File: src/rtl/id_ex_pipeline_reg_if.sv
`default_nettype none
// ============================================================================
// Module      : id_ex_pipeline_reg_if
// Description : Bundle of the decode-side fields entering the ID/EX pipeline
//               register and of the registered copies it presents to the
//               execute stage.
//               master : decode side, drives the inputs and observes Out_*
//               slave  : the pipeline register, reads inputs and drives Out_*
// Revision    : 1.0  initial release
// ============================================================================
interface id_ex_pipeline_reg_if;
    // decode-stage side
    logic        Write_Enable;
    logic        Memory_Access;
    logic        Mem_Write;
    logic        Mem_Read;
    logic        Jump_and_Link;
    logic        Immediate_Select;
    logic        Offset_Generate;
    logic        Branch;
    logic        Jump;
    logic [4:0]  ALU_Opcode;
    logic [31:0] PC;
    logic [31:0] PC_next;
    logic [31:0] Data1;
    logic [31:0] Data2;
    logic [31:0] instruction;
    logic [31:0] Immediate_value;

    // execute-stage side
    logic        Out_Write_Enable;
    logic        Out_Memory_Access;
    logic        Out_Mem_Write;
    logic        Out_Mem_Read;
    logic        Out_Jump_and_Link;
    logic        Out_Immediate_Select;
    logic        Out_Offset_Generate;
    logic        Out_Branch;
    logic        Out_Jump;
    logic [4:0]  Out_ALU_Opcode;
    logic [31:0] Out_PC;
    logic [31:0] Out_PC_next;
    logic [31:0] Out_Data1;
    logic [31:0] Out_Data2;
    logic [31:0] Out_Immediate_value;
    logic [4:0]  Out_WriteAddress;
    logic [2:0]  Out_func3;

    modport master (
        output Write_Enable, Memory_Access, Mem_Write, Mem_Read, Jump_and_Link,
               Immediate_Select, Offset_Generate, Branch, Jump, ALU_Opcode,
               PC, PC_next, Data1, Data2, instruction, Immediate_value,
        input  Out_Write_Enable, Out_Memory_Access, Out_Mem_Write, Out_Mem_Read,
               Out_Jump_and_Link, Out_Immediate_Select, Out_Offset_Generate,
               Out_Branch, Out_Jump, Out_ALU_Opcode, Out_PC, Out_PC_next,
               Out_Data1, Out_Data2, Out_Immediate_value, Out_WriteAddress,
               Out_func3
    );

    modport slave (
        input  Write_Enable, Memory_Access, Mem_Write, Mem_Read, Jump_and_Link,
               Immediate_Select, Offset_Generate, Branch, Jump, ALU_Opcode,
               PC, PC_next, Data1, Data2, instruction, Immediate_value,
        output Out_Write_Enable, Out_Memory_Access, Out_Mem_Write, Out_Mem_Read,
               Out_Jump_and_Link, Out_Immediate_Select, Out_Offset_Generate,
               Out_Branch, Out_Jump, Out_ALU_Opcode, Out_PC, Out_PC_next,
               Out_Data1, Out_Data2, Out_Immediate_value, Out_WriteAddress,
               Out_func3
    );
endinterface
`default_nettype wire

File: src/rtl/id_ex_pipeline_reg.sv
`default_nettype none
// ============================================================================
// Module      : id_ex_pipeline_reg
// Description : ID/EX pipeline register of the RV32IM 5-stage core. Captures
//               decode control bits, PC / PC+4, operands and immediate on each
//               rising CLK edge and holds them for the execute stage. rd and
//               funct3 are sliced out of the instruction word at the same edge.
//               Ports:
//                 CLK   - rising-edge clock
//                 Reset - asynchronous active-high clear of every output
//                 bus   - id_ex_pipeline_reg_if.slave (decode in, Out_* out)
// Revision    : 1.0  initial release
// ============================================================================
module id_ex_pipeline_reg (
    input  wire logic            CLK,
    input  wire logic            Reset,
    id_ex_pipeline_reg_if.slave  bus
);

    logic        r_write_enable;
    logic        r_memory_access;
    logic        r_mem_write;
    logic        r_mem_read;
    logic        r_jump_and_link;
    logic        r_immediate_select;
    logic        r_offset_generate;
    logic        r_branch;
    logic        r_jump;
    logic [4:0]  r_alu_opcode;
    logic [31:0] r_pc;
    logic [31:0] r_pc_next;
    logic [31:0] r_data1;
    logic [31:0] r_data2;
    logic [31:0] r_immediate_value;
    logic [4:0]  r_write_address;
    logic [2:0]  r_func3;

    // Only rd and funct3 are kept; the remaining instruction bits are
    // deliberately dropped here.
    wire logic w_unused_instr_bits = ^{bus.instruction[31:15], bus.instruction[6:0]};

    always_ff @(posedge CLK or posedge Reset) begin
        if (Reset) begin
            r_write_enable     <= 1'b0;
            r_memory_access    <= 1'b0;
            r_mem_write        <= 1'b0;
            r_mem_read         <= 1'b0;
            r_jump_and_link    <= 1'b0;
            r_immediate_select <= 1'b0;
            r_offset_generate  <= 1'b0;
            r_branch           <= 1'b0;
            r_jump             <= 1'b0;
            r_alu_opcode       <= 5'd0;
            r_pc               <= 32'd0;
            r_pc_next          <= 32'd0;
            r_data1            <= 32'd0;
            r_data2            <= 32'd0;
            r_immediate_value  <= 32'd0;
            r_write_address    <= 5'd0;
            r_func3            <= 3'd0;
        end else begin
            r_write_enable     <= bus.Write_Enable;
            r_memory_access    <= bus.Memory_Access;
            r_mem_write        <= bus.Mem_Write;
            r_mem_read         <= bus.Mem_Read;
            r_jump_and_link    <= bus.Jump_and_Link;
            r_immediate_select <= bus.Immediate_Select;
            r_offset_generate  <= bus.Offset_Generate;
            r_branch           <= bus.Branch;
            r_jump             <= bus.Jump;
            r_alu_opcode       <= bus.ALU_Opcode;
            r_pc               <= bus.PC;
            r_pc_next          <= bus.PC_next;
            r_data1            <= bus.Data1;
            r_data2            <= bus.Data2;
            r_immediate_value  <= bus.Immediate_value;
            r_write_address    <= bus.instruction[11:7];   // rd
            r_func3            <= bus.instruction[14:12];  // funct3
        end
    end

    assign bus.Out_Write_Enable     = r_write_enable;
    assign bus.Out_Memory_Access    = r_memory_access;
    assign bus.Out_Mem_Write        = r_mem_write;
    assign bus.Out_Mem_Read         = r_mem_read;
    assign bus.Out_Jump_and_Link    = r_jump_and_link;
    assign bus.Out_Immediate_Select = r_immediate_select;
    assign bus.Out_Offset_Generate  = r_offset_generate;
    assign bus.Out_Branch           = r_branch;
    assign bus.Out_Jump             = r_jump;
    assign bus.Out_ALU_Opcode       = r_alu_opcode;
    assign bus.Out_PC               = r_pc;
    assign bus.Out_PC_next          = r_pc_next;
    assign bus.Out_Data1            = r_data1;
    assign bus.Out_Data2            = r_data2;
    assign bus.Out_Immediate_value  = r_immediate_value;
    assign bus.Out_WriteAddress     = r_write_address;
    assign bus.Out_func3            = r_func3;

endmodule
`default_nettype wire

File: src/flat_wrapper.sv
// flat-port wrapper written by rule: the top's interface ports become plain ports
module id_ex_pipeline_reg_flat 
  (CLK, Reset, bus_Write_Enable, bus_Memory_Access, bus_Mem_Write, bus_Mem_Read, bus_Jump_and_Link, bus_Immediate_Select, bus_Offset_Generate, bus_Branch, bus_Jump, bus_ALU_Opcode, bus_PC, bus_PC_next, bus_Data1, bus_Data2, bus_instruction, bus_Immediate_value, bus_Out_Write_Enable, bus_Out_Memory_Access, bus_Out_Mem_Write, bus_Out_Mem_Read, bus_Out_Jump_and_Link, bus_Out_Immediate_Select, bus_Out_Offset_Generate, bus_Out_Branch, bus_Out_Jump, bus_Out_ALU_Opcode, bus_Out_PC, bus_Out_PC_next, bus_Out_Data1, bus_Out_Data2, bus_Out_Immediate_value, bus_Out_WriteAddress, bus_Out_func3);
  id_ex_pipeline_reg_if bus_i ();
  input  wire logic CLK;
  input  wire logic Reset;
  input wire logic [$bits(bus_i.Write_Enable)-1:0] bus_Write_Enable;
  input wire logic [$bits(bus_i.Memory_Access)-1:0] bus_Memory_Access;
  input wire logic [$bits(bus_i.Mem_Write)-1:0] bus_Mem_Write;
  input wire logic [$bits(bus_i.Mem_Read)-1:0] bus_Mem_Read;
  input wire logic [$bits(bus_i.Jump_and_Link)-1:0] bus_Jump_and_Link;
  input wire logic [$bits(bus_i.Immediate_Select)-1:0] bus_Immediate_Select;
  input wire logic [$bits(bus_i.Offset_Generate)-1:0] bus_Offset_Generate;
  input wire logic [$bits(bus_i.Branch)-1:0] bus_Branch;
  input wire logic [$bits(bus_i.Jump)-1:0] bus_Jump;
  input wire logic [$bits(bus_i.ALU_Opcode)-1:0] bus_ALU_Opcode;
  input wire logic [$bits(bus_i.PC)-1:0] bus_PC;
  input wire logic [$bits(bus_i.PC_next)-1:0] bus_PC_next;
  input wire logic [$bits(bus_i.Data1)-1:0] bus_Data1;
  input wire logic [$bits(bus_i.Data2)-1:0] bus_Data2;
  input wire logic [$bits(bus_i.instruction)-1:0] bus_instruction;
  input wire logic [$bits(bus_i.Immediate_value)-1:0] bus_Immediate_value;
  output wire logic [$bits(bus_i.Out_Write_Enable)-1:0] bus_Out_Write_Enable;
  output wire logic [$bits(bus_i.Out_Memory_Access)-1:0] bus_Out_Memory_Access;
  output wire logic [$bits(bus_i.Out_Mem_Write)-1:0] bus_Out_Mem_Write;
  output wire logic [$bits(bus_i.Out_Mem_Read)-1:0] bus_Out_Mem_Read;
  output wire logic [$bits(bus_i.Out_Jump_and_Link)-1:0] bus_Out_Jump_and_Link;
  output wire logic [$bits(bus_i.Out_Immediate_Select)-1:0] bus_Out_Immediate_Select;
  output wire logic [$bits(bus_i.Out_Offset_Generate)-1:0] bus_Out_Offset_Generate;
  output wire logic [$bits(bus_i.Out_Branch)-1:0] bus_Out_Branch;
  output wire logic [$bits(bus_i.Out_Jump)-1:0] bus_Out_Jump;
  output wire logic [$bits(bus_i.Out_ALU_Opcode)-1:0] bus_Out_ALU_Opcode;
  output wire logic [$bits(bus_i.Out_PC)-1:0] bus_Out_PC;
  output wire logic [$bits(bus_i.Out_PC_next)-1:0] bus_Out_PC_next;
  output wire logic [$bits(bus_i.Out_Data1)-1:0] bus_Out_Data1;
  output wire logic [$bits(bus_i.Out_Data2)-1:0] bus_Out_Data2;
  output wire logic [$bits(bus_i.Out_Immediate_value)-1:0] bus_Out_Immediate_value;
  output wire logic [$bits(bus_i.Out_WriteAddress)-1:0] bus_Out_WriteAddress;
  output wire logic [$bits(bus_i.Out_func3)-1:0] bus_Out_func3;
  assign bus_i.Write_Enable = bus_Write_Enable;
  assign bus_i.Memory_Access = bus_Memory_Access;
  assign bus_i.Mem_Write = bus_Mem_Write;
  assign bus_i.Mem_Read = bus_Mem_Read;
  assign bus_i.Jump_and_Link = bus_Jump_and_Link;
  assign bus_i.Immediate_Select = bus_Immediate_Select;
  assign bus_i.Offset_Generate = bus_Offset_Generate;
  assign bus_i.Branch = bus_Branch;
  assign bus_i.Jump = bus_Jump;
  assign bus_i.ALU_Opcode = bus_ALU_Opcode;
  assign bus_i.PC = bus_PC;
  assign bus_i.PC_next = bus_PC_next;
  assign bus_i.Data1 = bus_Data1;
  assign bus_i.Data2 = bus_Data2;
  assign bus_i.instruction = bus_instruction;
  assign bus_i.Immediate_value = bus_Immediate_value;
  assign bus_Out_Write_Enable = bus_i.Out_Write_Enable;
  assign bus_Out_Memory_Access = bus_i.Out_Memory_Access;
  assign bus_Out_Mem_Write = bus_i.Out_Mem_Write;
  assign bus_Out_Mem_Read = bus_i.Out_Mem_Read;
  assign bus_Out_Jump_and_Link = bus_i.Out_Jump_and_Link;
  assign bus_Out_Immediate_Select = bus_i.Out_Immediate_Select;
  assign bus_Out_Offset_Generate = bus_i.Out_Offset_Generate;
  assign bus_Out_Branch = bus_i.Out_Branch;
  assign bus_Out_Jump = bus_i.Out_Jump;
  assign bus_Out_ALU_Opcode = bus_i.Out_ALU_Opcode;
  assign bus_Out_PC = bus_i.Out_PC;
  assign bus_Out_PC_next = bus_i.Out_PC_next;
  assign bus_Out_Data1 = bus_i.Out_Data1;
  assign bus_Out_Data2 = bus_i.Out_Data2;
  assign bus_Out_Immediate_value = bus_i.Out_Immediate_value;
  assign bus_Out_WriteAddress = bus_i.Out_WriteAddress;
  assign bus_Out_func3 = bus_i.Out_func3;
  id_ex_pipeline_reg u_core (.CLK(CLK), .Reset(Reset), .bus(bus_i));
endmodule
File: config.mk
export PLATFORM = sky130hd
export DESIGN_NAME = id_ex_pipeline_reg_flat
export DESIGN_NICKNAME = d
export VERILOG_FILES = /design/src/rtl/id_ex_pipeline_reg_if.sv /design/src/rtl/id_ex_pipeline_reg.sv /design/src/flat_wrapper.sv
export SDC_FILE = /design/constraint.sdc
export NUM_CORES = 1
export LEC_CHECK = 0
export CORE_AREA = 2 2 150 152
export CTS_CLUSTER_SIZE = 30
export DETAILED_ROUTE_END_ITERATION = 10
export DIE_AREA = 0 0 152 154
export GPL_ROUTABILITY_DRIVEN = 0
export RECOVER_POWER = 100
export SLEW_MARGIN = 20
export SYNTH_ARGS = -nofsm -noshare
export SYNTH_HDL_FRONTEND = slang
export SYNTH_SLANG_ARGS = --single-unit
File: constraint.sdc
create_clock -name CLK -period 10.64 [get_ports CLK]
set_input_delay 2.128 -clock CLK [delete_from_list [all_inputs] [get_ports CLK]]
set_output_delay 2.128 -clock CLK [all_outputs]
set_load 0.005 [all_outputs]
### Signal wires on met2, run 1

Cells faint in the background.
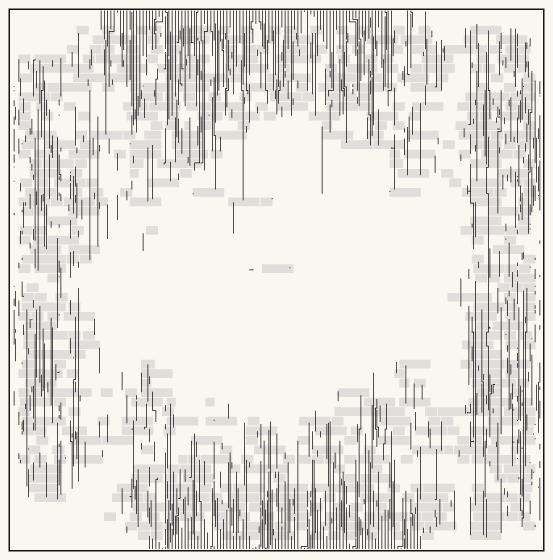
wire length on this layer: 7380 um
share of all routed wire: 54%
main direction: vertical
nets with wire on the layer: 679

### Port wiring, run 1

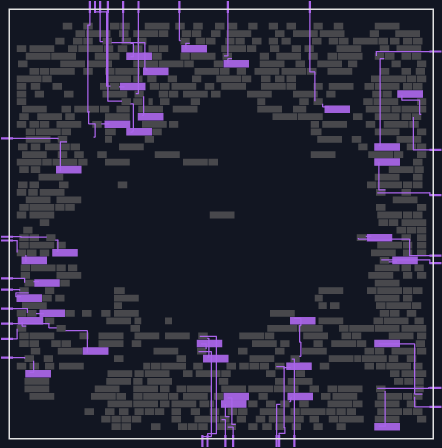
| port | color | bits | direction | edge | end cells | buffers | wire |
|---|---|---|---|---|---|---|---|
| bus_PC_next | purple | 32 | input | 9 left, 9 top, 7 right, 7 bottom | 32 | 32 | 910 um |
count of input and output buffers: 365
I/O Pins: 390

### Metal 3, run 1

Scale bar: 50 um.
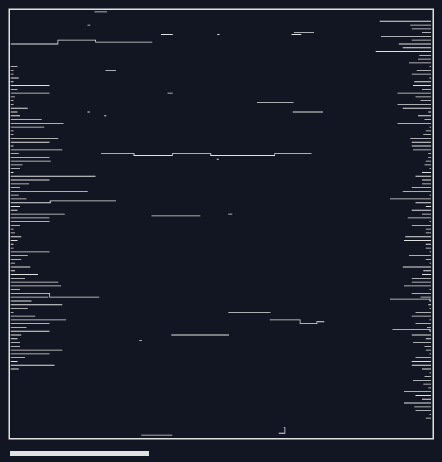
longest straight run: 30.1 um
wire length on this layer: 1470 um

==> run summary, run 1 <==
Figures from the implementation reports.

- The max-capacitance violation count is 1.
- The floorplan row count is 54.
- The number of buffers created by CTS reads 17.
- The biggest cell category by area in the final layout reads flip-flops and latches.
- Per the log, the first TritonRoute iteration ended with a DRC count of 119.
- The flow ran to the end, but the final reports show violations.
- The clock transition at the registers of the reported paths reads 70 ps.
- 0 cells are multi-input combinational gates.
- The final report lists the setup-violating endpoint count as 0.
- In the final routed layout, each cell accounts on average for 15.63 um.
- The HPWL after detailed placement is 10.81 mm.
- The number of inverters outside the clock class in the layout reads 1.
- The total via count in the routed design reads 3088.
- The chip area line of the yosys report is 4558 um^2.
- The category of the critical setup timing path reads in2async.
- The worst-case clock buffer depth reads 2.
- The checks that failed: capacitance limit, slew limit.
- For this run, the script counts the antenna cells in the layout as 5.
- The core box area is 21690 um^2.
- The number of pins with negative max-slew slack in the final report reads 50.
- The synthesized area per cell reads 24.91 um^2.
- Clock buffers in the final layout number 19.
- In this run the worst hold path is classified as in2reg.
- The number of warnings issued by yosys reads 0.
- The x dimension of the die is 152 um.
- The count of endpoints failing hold in the final timing report reads 0.
## run 1: synthesized netlist by cell type, drive strengths merged
library cell  count  area [um^2]
dfrtp           182         4554
inv               1        3.750
## run 1: layer usage
layer  wire [um]  GRT usage [%]  part of all wire, %  vias up
li1            -              -                    -     1344
met1        4417          11.33                   33     1507
met2        7380          20.98                   54      220
met3        1468          6.342                   11       17
met4         289          5.563                  2.1        0
met5           0              0                    0        -
## run 1: worst paths after layout
check | from | to | slack [ps] | depth (start not counted)
max | Reset | u_core.bus.Out_Immediate_value[5] | 6310 | 3
min | bus_Immediate_value[21] | u_core.bus.Out_Immediate_value[21] | 2250 | 1
max in group CLK | u_core.bus.Out_Immediate_value[21] | bus_Out_Immediate_value[21] | 7110 | 1
min in group asynchronous | Reset | u_core.bus.Out_Data1[27] | 2690 | 2
## run 1: power breakdown
group | internal (uW) | switching, uW | leakage [uW] | total, uW
clock network | 343 | 276 | 0.000283 | 619
logic | 89.6 | 43.1 | 0.00153 | 133
registers | 726 | 8.58 | 0.00212 | 735
total | 1160 | 328 | 0.00394 | 1490
## run 1: cell usage in the layout, fill, tap and decap left out, types with 2 or more instances in the layout
| master | count |
|---|---|
| buf_4 | 2 |
| clkbuf_16 | 17 |
| clkbuf_8 | 2 |
| clkinvlp_4 | 3 |
| dfrtp_1 | 182 |
| diode_2 | 5 |
| dlygate4sd3_1 | 365 |
| inv_6 | 4 |
| inv_8 | 3 |
## run 1: worst max-delay path, cell delays in order
cell           delay (ps)
dlygate4sd3_1         540
clkinvlp_2           1170
buf_4                 830
## run 1: cells by family after synthesis
family	share of synthesized area (%)
buffers and inverters	0.08227
flip-flops	99.92
==> run 1 -> run 2 <==
- CORE_AREA: 2 2 150 152 -> 2 2 153 155
- DIE_AREA: 0 0 152 154 -> 0 0 155 157
- clock period: 10.64 -> 4 ns (I/O delays scaled with it)
### Signal wires on met2, run 2

Cells faint in the background.
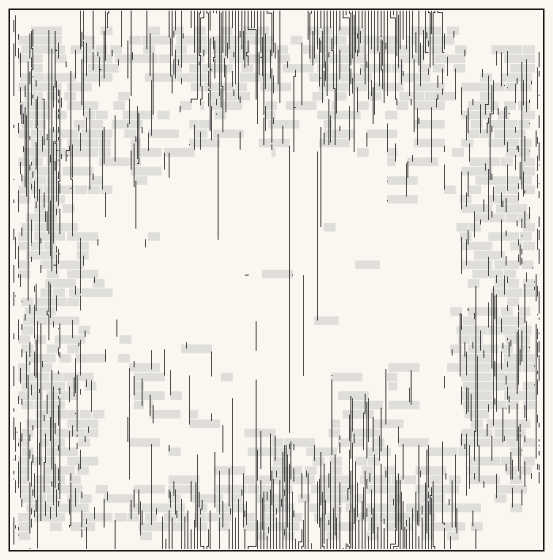
longest straight run: 83.3 um
nets with wire on the layer: 700
share of all routed wire: 53%
main direction: vertical
met2 track utilization from global routing: 19.49%
total vias in the final route: 3111
Total Wirelength: 13.61 mm

### Port wiring, run 2

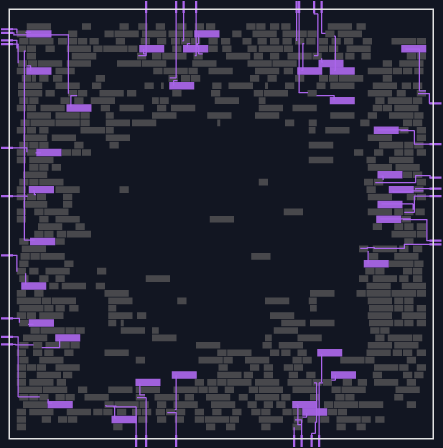

==> run summary, run 2 <==
Figures from the implementation reports.

- The multi-input combinational cell count came to 0 (unchanged).
- The slowest cell on the critical path is dlygate4sd3_1 (was clkinvlp_2).
- The core box area reads 22500 um^2 (was 21690 um^2).
- The chip area line of the yosys report is 4558 um^2 (unchanged).
- The startpoint of the most critical setup path reads u_core.bus.Out_Data1[16] (was Reset).
- The number of pins with negative max-slew slack in the final report is 0 (was 50).
- The number of nets with antenna violations after detailed routing reads 0 (unchanged).
- The category of the critical setup timing path is reg2out (was in2async).
- The number of input and output port buffers inserted is 365 (unchanged).
- The number of nets at floorplan reads 391 (unchanged).
- The count of pins on the block boundary reads 390 (unchanged).
- The average routed wire per standard cell is 15.61 um (was 15.63 um).
- The HPWL after detailed placement came to 10.63 mm (was 10.81 mm).
- The startpoint of the most critical hold path is bus_PC_next[5] (was bus_Immediate_value[21]).
- Top library cells by usage in the layout, fill and taps aside: dlygate4sd3_1 (365), dfrtp_1 (182), clkbuf_16 (17) (unchanged).
- The main flop type after synthesis is dfrtp_1 (unchanged).
- The critical path arrival came to 1450 ps (was 4760 ps).
- The longest individual stage delay on the worst path was 640 ps (was 1170 ps).
- The area fraction of the dominant cell type after synthesis reads 99.92% (unchanged).
- The most frequently placed logic cell in the final layout reads dlygate4sd3_1 (unchanged).
- The share of the clock period used by the worst path after layout reads 56.21%.
- The number of DRC markers in iteration 0 is 92 (was 119).
- Top post-synthesis cells by count: dfrtp_1 (182), inv_1 (1) (unchanged).
- The number of buffers created by CTS reads 17 (unchanged).
- The worst-case clock buffer depth came to 2 (unchanged).
- The x dimension of the die is 155 um (was 152 um).
- The max-capacitance violation count came to 0 (was 1).
- The most common cell in the synthesized netlist reads dfrtp_1 (unchanged).
- The proportion of register bits with asynchronous set or reset after synthesis is 100.0% (unchanged).
- The post-synth tally of flip-flops with integrated enable came to 0 (unchanged).
- The number of clock sinks is 182 (unchanged).
- The count of endpoints failing hold in the final timing report reads 0 (unchanged).
- The count of buffer and inverter cells on the critical path reads 1 (was 3).
- Cell chain of the critical path: dlygate4sd3_1 (was dlygate4sd3_1 -> clkinvlp_2 -> buf_4).
- The family of cells with the greatest summed delay on the critical path is buffers and inverters (unchanged).
- The number of setup violations in the final report is 0 (unchanged).
- The class of the most critical hold timing path is in2reg (unchanged).
- The clock transition at the registers of the reported paths reads 70 ps (about the same).
- The number of warnings issued by yosys came to 0 (unchanged).
- The biggest area consumer among synthesized cells reads dfrtp_1 (unchanged).
- The synthesis-to-layout area growth is 101.3% (was 101.4%).
- Main area contributors: dfrtp_1 (100%), inv_1 (0.082%) (unchanged).
- Outcome: completed (was finished, violations left).
### Metal 3, run 2

Scale bar: 50 um.
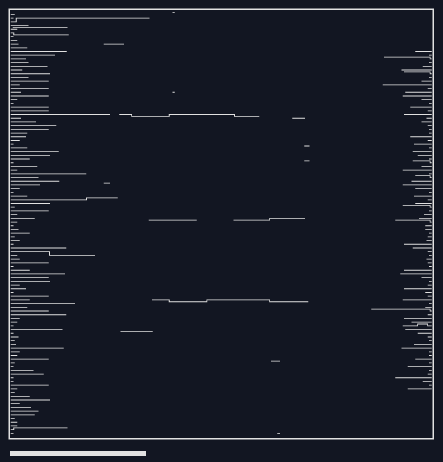
wire length on this layer: 1650 um
share of all routed wire: 12%
nets with wire on the layer: 209
main direction: horizontal
longest straight run: 48.8 um
met3 track demand over resource: 6.718%

## run 2: cell counts after synthesis
Identical to the previous run, type by type.
## run 2: worst paths after layout
check	endpoint	slack (ps)	cells after the start
min in group asynchronous	u_core.bus.Out_Data1[24]	1040	2
max in group asynchronous	u_core.bus.Out_ALU_Opcode[3]	1860	4
setup / recovery	bus_Out_Data1[16]	1750	1
hold / removal	u_core.bus.Out_PC_next[5]	930	1
## run 2: kinds of logic (layout without fill, tap and decap cells)
| group | after synthesis | in the layout | share of synthesized area [%] |
|---|---|---|---|
| flops | 182 | 182 | 99.92 |
| other cells | 0 | 3 | 0 |
| buf+inv | 1 | 402 | 0.08227 |
## run 2: per-layer routing
| layer | up-vias | GRT usage, % | routed length (um) |
|---|---|---|---|
| met5 | - | 0 | 30 |
| met3 | 14 | 6.718 | 1648 |
| met1 | 1521 | 10.82 | 4569 |
| met2 | 226 | 19.49 | 7192 |
| met4 | 4 | 3.924 | 170 |
| li1 | 1346 | - | - |
## run 2: where the power goes
group          total [uW]  internal [uW]  switching, uW
sequential           1950           1930           21.7
clock                1510            798            709
combinational         362            244            118
## run 2: per-stage QoR
stage / hold slack, ps / instances / area [um^2] / util, % / power [uW]
2_1_floorplan: 831.4 / 183 / 4562 / - / 2034
3_3_place_gp: 1245 / 838 / 8635 / 38.37 / 2430
3_5_place_dp: 1248 / 838 / 8635 / 38.37 / 2437
4_1_cts: 785.2 / 868 / 9161 / 40.71 / 3986
5_1_grt: 894.9 / 870 / 9170 / 40.75 / 4017
6_report: 933.0 / 872 / 9175 / 40.77 / 3822
## run 2: cell type report
cell class              count  area, um^2
diodes                      3       7.507
clock buffers              18       429.2
clock inverters            12       97.59
fillers                  2062       13330
inverters                   1       5.005
flip-flops and latches    182        4554
well taps                 285       356.6
repair buffers            371        3725
No activity file was given, so power comes from the tool's default toggle rates.
